`config.mk`:
```
export PLATFORM = sky130hd
export DESIGN_NAME = quad_encoder_gen
export DESIGN_NICKNAME = d
export VERILOG_FILES = /design/src/rtl/quad_encoder_gen.sv
export SDC_FILE = /design/constraint.sdc
export NUM_CORES = 1
export LEC_CHECK = 0
export CORE_MARGIN = 4
export CORE_UTILIZATION = 30
export CTS_CLUSTER_DIAMETER = 100
export DETAILED_ROUTE_END_ITERATION = 8
export GPL_TIMING_DRIVEN = 0
export SYNTH_ARGS = -nofsm -noshare
export SYNTH_HDL_FRONTEND = slang
export SYNTH_SLANG_ARGS = --single-unit
export TNS_END_PERCENT = 30
```
`constraint.sdc`:
```
create_clock -name clk -period 5.1 [get_ports clk]
set_clock_uncertainty 0.15 [all_clocks]
set_input_delay 1.53 -clock clk [delete_from_list [all_inputs] [get_ports clk]]
set_output_delay 1.53 -clock clk [all_outputs]
set_load 0.01 [all_outputs]
```
`src/rtl/quad_encoder_gen.sv`:
```
// Quadrature encoder emulator: accepts step commands and drives a Gray-coded A/B pair at a set edge rate.
// Define QUAD_GEN_POSITION_EN to add the signed edge-count output `position`.
module quad_encoder_gen #(
  parameter int PERIOD_W = 16,
  parameter int STEPS_W  = 8
`ifdef QUAD_GEN_POSITION_EN
  ,
  parameter int POS_W    = 16
`endif
) (
  input  logic                clk,
  input  logic                reset,
  input  logic                cmd_valid,
  output logic                cmd_ready,
  input  logic                cmd_dir,
  input  logic [STEPS_W-1:0]  cmd_steps,
  input  logic [PERIOD_W-1:0] period,
  input  logic                abort,
  output logic                enc_a,
  output logic                enc_b,
  output logic                busy,
  output logic                done
`ifdef QUAD_GEN_POSITION_EN
  ,
  output logic [POS_W-1:0]    position
`endif
);

  typedef enum logic [1:0] {IDLE, RUN, DONE} state_t;

  state_t              state_q, state_d;
  logic [1:0]          phase_q, phase_d;
  logic                dir_q, dir_d;
  logic [STEPS_W-1:0]  rem_q, rem_d;
  logic [PERIOD_W-1:0] period_q, period_d;
  logic [PERIOD_W-1:0] div_q, div_d;
  logic                enc_a_q, enc_b_q;
  logic [1:0]          ab_d;
  logic                edge_due;

  always_comb begin
    state_d  = state_q;
    phase_d  = phase_q;
    dir_d    = dir_q;
    rem_d    = rem_q;
    period_d = period_q;
    div_d    = div_q;
    edge_due = 1'b0;
    unique case (state_q)
      IDLE: begin
        if (cmd_valid) begin
          dir_d    = cmd_dir;
          rem_d    = cmd_steps;
          period_d = (period == '0) ? PERIOD_W'(1) : period;
          div_d    = period_d;
          state_d  = (cmd_steps != '0) ? RUN : DONE;
        end
      end
      RUN: begin
        // The edge falls on the clock where the divider would hit zero.
        if (div_q <= PERIOD_W'(1)) begin
          edge_due = 1'b1;
          div_d    = period_q;
          rem_d    = rem_q - STEPS_W'(1);
          if (rem_q == STEPS_W'(1)) state_d = DONE;
        end else begin
          div_d = div_q - PERIOD_W'(1);
        end
        if (abort) state_d = DONE;
      end
      DONE:    state_d = IDLE;
      default: state_d = IDLE;
    endcase
    if (edge_due) phase_d = dir_q ? phase_q + 2'd1 : phase_q - 2'd1;
  end

  always_comb begin
    ab_d = 2'b00;
    unique case (phase_d)
      2'd0: ab_d = 2'b00;
      2'd1: ab_d = 2'b10;
      2'd2: ab_d = 2'b11;
      2'd3: ab_d = 2'b01;
      default: ab_d = 2'b00;
    endcase
  end

  always_ff @(posedge clk or posedge reset) begin
    if (reset) begin
      state_q  <= IDLE;
      phase_q  <= 2'd0;
      dir_q    <= 1'b0;
      rem_q    <= '0;
      period_q <= '0;
      div_q    <= '0;
      enc_a_q  <= 1'b0;
      enc_b_q  <= 1'b0;
    end else begin
      state_q  <= state_d;
      phase_q  <= phase_d;
      dir_q    <= dir_d;
      rem_q    <= rem_d;
      period_q <= period_d;
      div_q    <= div_d;
      enc_a_q  <= ab_d[1];
      enc_b_q  <= ab_d[0];
    end
  end

`ifdef QUAD_GEN_POSITION_EN
  logic [POS_W-1:0] position_q;

  always_ff @(posedge clk or posedge reset) begin
    if (reset) begin
      position_q <= '0;
    end else if (edge_due) begin
      position_q <= dir_q ? position_q + POS_W'(1) : position_q - POS_W'(1);
    end
  end

  assign position = position_q;
`endif

  assign enc_a     = enc_a_q;
  assign enc_b     = enc_b_q;
  assign cmd_ready = (state_q == IDLE);
  assign busy      = (state_q == RUN);
  assign done      = (state_q == DONE);

endmodule
```
==> impl_metrics.toml <==
# generated from flow reports
[setup_path]
crit_end = "busy"
cp-end-kind = "primary output"
crit_path_start_kind = "flop"
cp_max_fo = 10
required_ps = 3420
worstRegToRegCells = 11
cp-startpoint = "state_q[1]"
crit_type = "reg2out"
r2r_start = "div_q[0]"
worstPathArrival_ps = 2510

[sta]
hold_viol = 0
setup_tns_ps = 0
slew_headroom_pct = 53.50
rsz0062_at_grt = "false"
post-route-min-period_ps = 4189
finalMaxSlewViolations = 0
worst_slack_ps = 910.9
whs_ps = 330.4
worstMarginPinSlew_ps = 692.2
setup_viol = 0
fmax_mhz = 238.7
finalCritPeriodShare_pct = 82.14

[drt]
route.detailed.drc = 0
wl_per_cell_microns = 15.62
top_layer = "met4"
antenna_left = 0
avgViaCountPerCell = 5.083
drtIter0Drc = 105
wl_met3_microns = 344
met1_length_microns = 3725
wl_met2_microns = 3896

[yosys]
ys_cells = 348
top_area_share_pct = 40.02
synthFlopType = "dfrtp_1"
fp_nets = 382
avgSynthCellArea_sq_um = 8.446
synth_area_sq_um = 2939
numSynthFlops = 47
postSynthSeqShare_pct = 40.02
yosysWarnings = 0
top_cells_by_area = "dfrtp_1 40%, nand2_1 8.9%, a21oi_1 4.4%"
async_flop_share_pct = 100.0
top_area_cell = "dfrtp_1"
edf_count = 0
syn_inst = 348
synth.most_common_cell = "nand2_1"
synth_cell_types = 53

[pwr]
leakagePower_uw = 0.001441
pwr.group.combinational_uw = 925
intPower_uw = 1024
power_leader = "combinational cells"
pwr-share-clk_pct = 11.7
netSwitchingPower_uw = 861.4
ir_worst_vdd_mv = 0.1638
clock_net_power_uw = 221
power_density_nw_per_um2 = 532.6
p_total_uw = 1885
seq_power_uw = 739
pwr-share-comb_pct = 49.1
p_seq_share_pct = 39.2

[layout]
multi_input_comb_cells = 272
finish.instance_area_sq_um = 3540
final_util_pct = 37.77
fin_cells = 519
comb_area_sq_um = 1625
fillers = 992
largest_class = "multi-input combinational cells"
comb_share_pct = 45.92
n_all_buffers = 53
clock_area_share_pct = 2.298
n_all_inverters = 10
drive_gt1_share_pct = 8.718
final_common_cell = "nand2_1"
clockBufferCount = 7
lay_top_cells = "70 x nand2_1, 47 x dfrtp_1, 33 x clkdlybuf4s50_1"
insertedDiodeCount = 0
register_area_sq_um = 1176
nFlopsAndLatches = 47
area_delta_synth_final_pct = 20.43
fin_nets = 423
sh_seq_area_pct = 33.23

[global_routing]
grt_pass1_vias = 2606
antenna_found_initial = 0
grt_use_met3_pct = 2.649
met2_usage_pct = 24.33
top_usage_layer = "met2"
grt.total_usage_pct = 14.62
overflow = 0
grt_pass1_wl_microns = 13370
grt_max_degree = 26

[clock_tree]
hold_buffers = 0
cts_setup_buffers = 0
cts_resized = 0
clock-sinks = 47
cts_tree = "yes"
path_clk_slew_ps = 90
htreeDepth = 2
root_buffer = "clkbuf_8"
clk_path_buf_depth = 2
clkLatencyLatePin_ps = 300
cts_buffers = 5

[hold_path]
holdPathStages = 2
min_to = "period_q[12]"
hold_path_startpoint = "period_q[12]"

[placement]
io_buffers = 33
dp_worst_setup_slack_ps = 1255
placed_area_sq_um = 3458
dpl.cell_count = 511
hpwl_microns = 5997
gp_congestion = 0.8658

[die]
taps = 129
placementRows = 35
ios = 34
fp_util_pct = 31.36
die_w_microns = 107.0
dieArea_sq_um = 11440

[outcome]
outcome = "finished clean"

[flow_run]
drv_cap = 0
[logic make-up (layout without fill, tap and decap cells)]
family / count (synthesis) / count (layout) / share of synthesized area, %
multiplexers: 4 / 4 / 1.405
adder cells (fa/ha/maj): 5 / 5 / 2.129
AND/OR/NAND/NOR: 161 / 161 / 27.84
flip-flops: 47 / 47 / 40.02
AND-OR/OR-AND: 91 / 91 / 20.65
buffers and inverters: 29 / 71 / 4.682
XOR/XNOR: 11 / 11 / 3.278
[sequential cells by signal (all words and copies together), names as in the netlist]
name,cells
period_q,16
div_q,16
enc_b,1
enc_a,1
state_q,2
phase_q,2
rem_q,8
dir_q,1
[critical path: stages (launching register included)]
cell,delay (ps)
dfrtp_1,420
nand2b_1,150
buf_2,200
clkinv_1,220
buf_1,540
clkdlybuf4s50_1,660
layer_met1.png
Supply wires on this layer in gray.
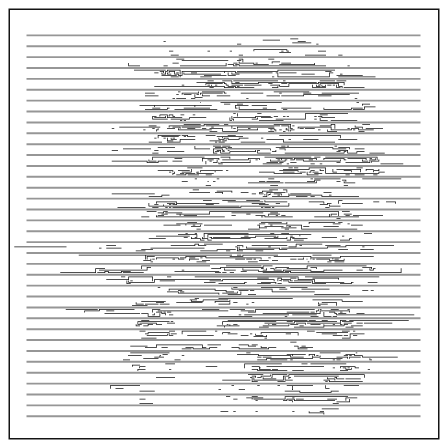
The wires run mostly horizontal. The layer carries 3730 microns of wire. The layer holds 46% of the routed length. 387 nets have wire on it.
DR vias: 2638
met1 Usage GRT: 19.36%
final WL: 8105 microns

layer_met2.png
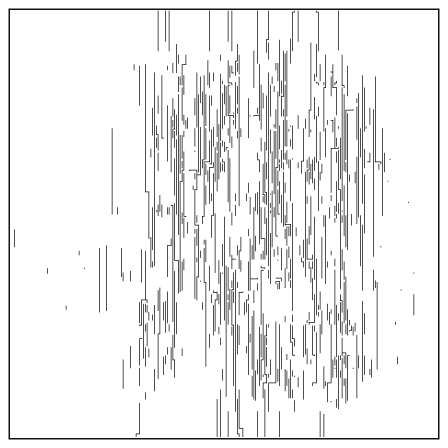
The wires run mostly vertical. The layer holds 48% of the routed length. The longest straight run is 48.3 microns. 332 nets have wire on it. The layer carries 3900 microns of wire.

layer_met3.png
Bar = 20 microns. Cells faint in the background.
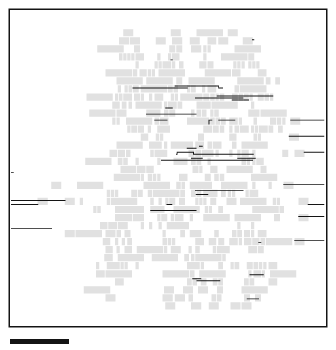
The layer holds 4.2% of the routed length. The longest straight run is 30.8 microns. The wires run mostly horizontal.

Power is estimated from default activity; no workload was simulated.
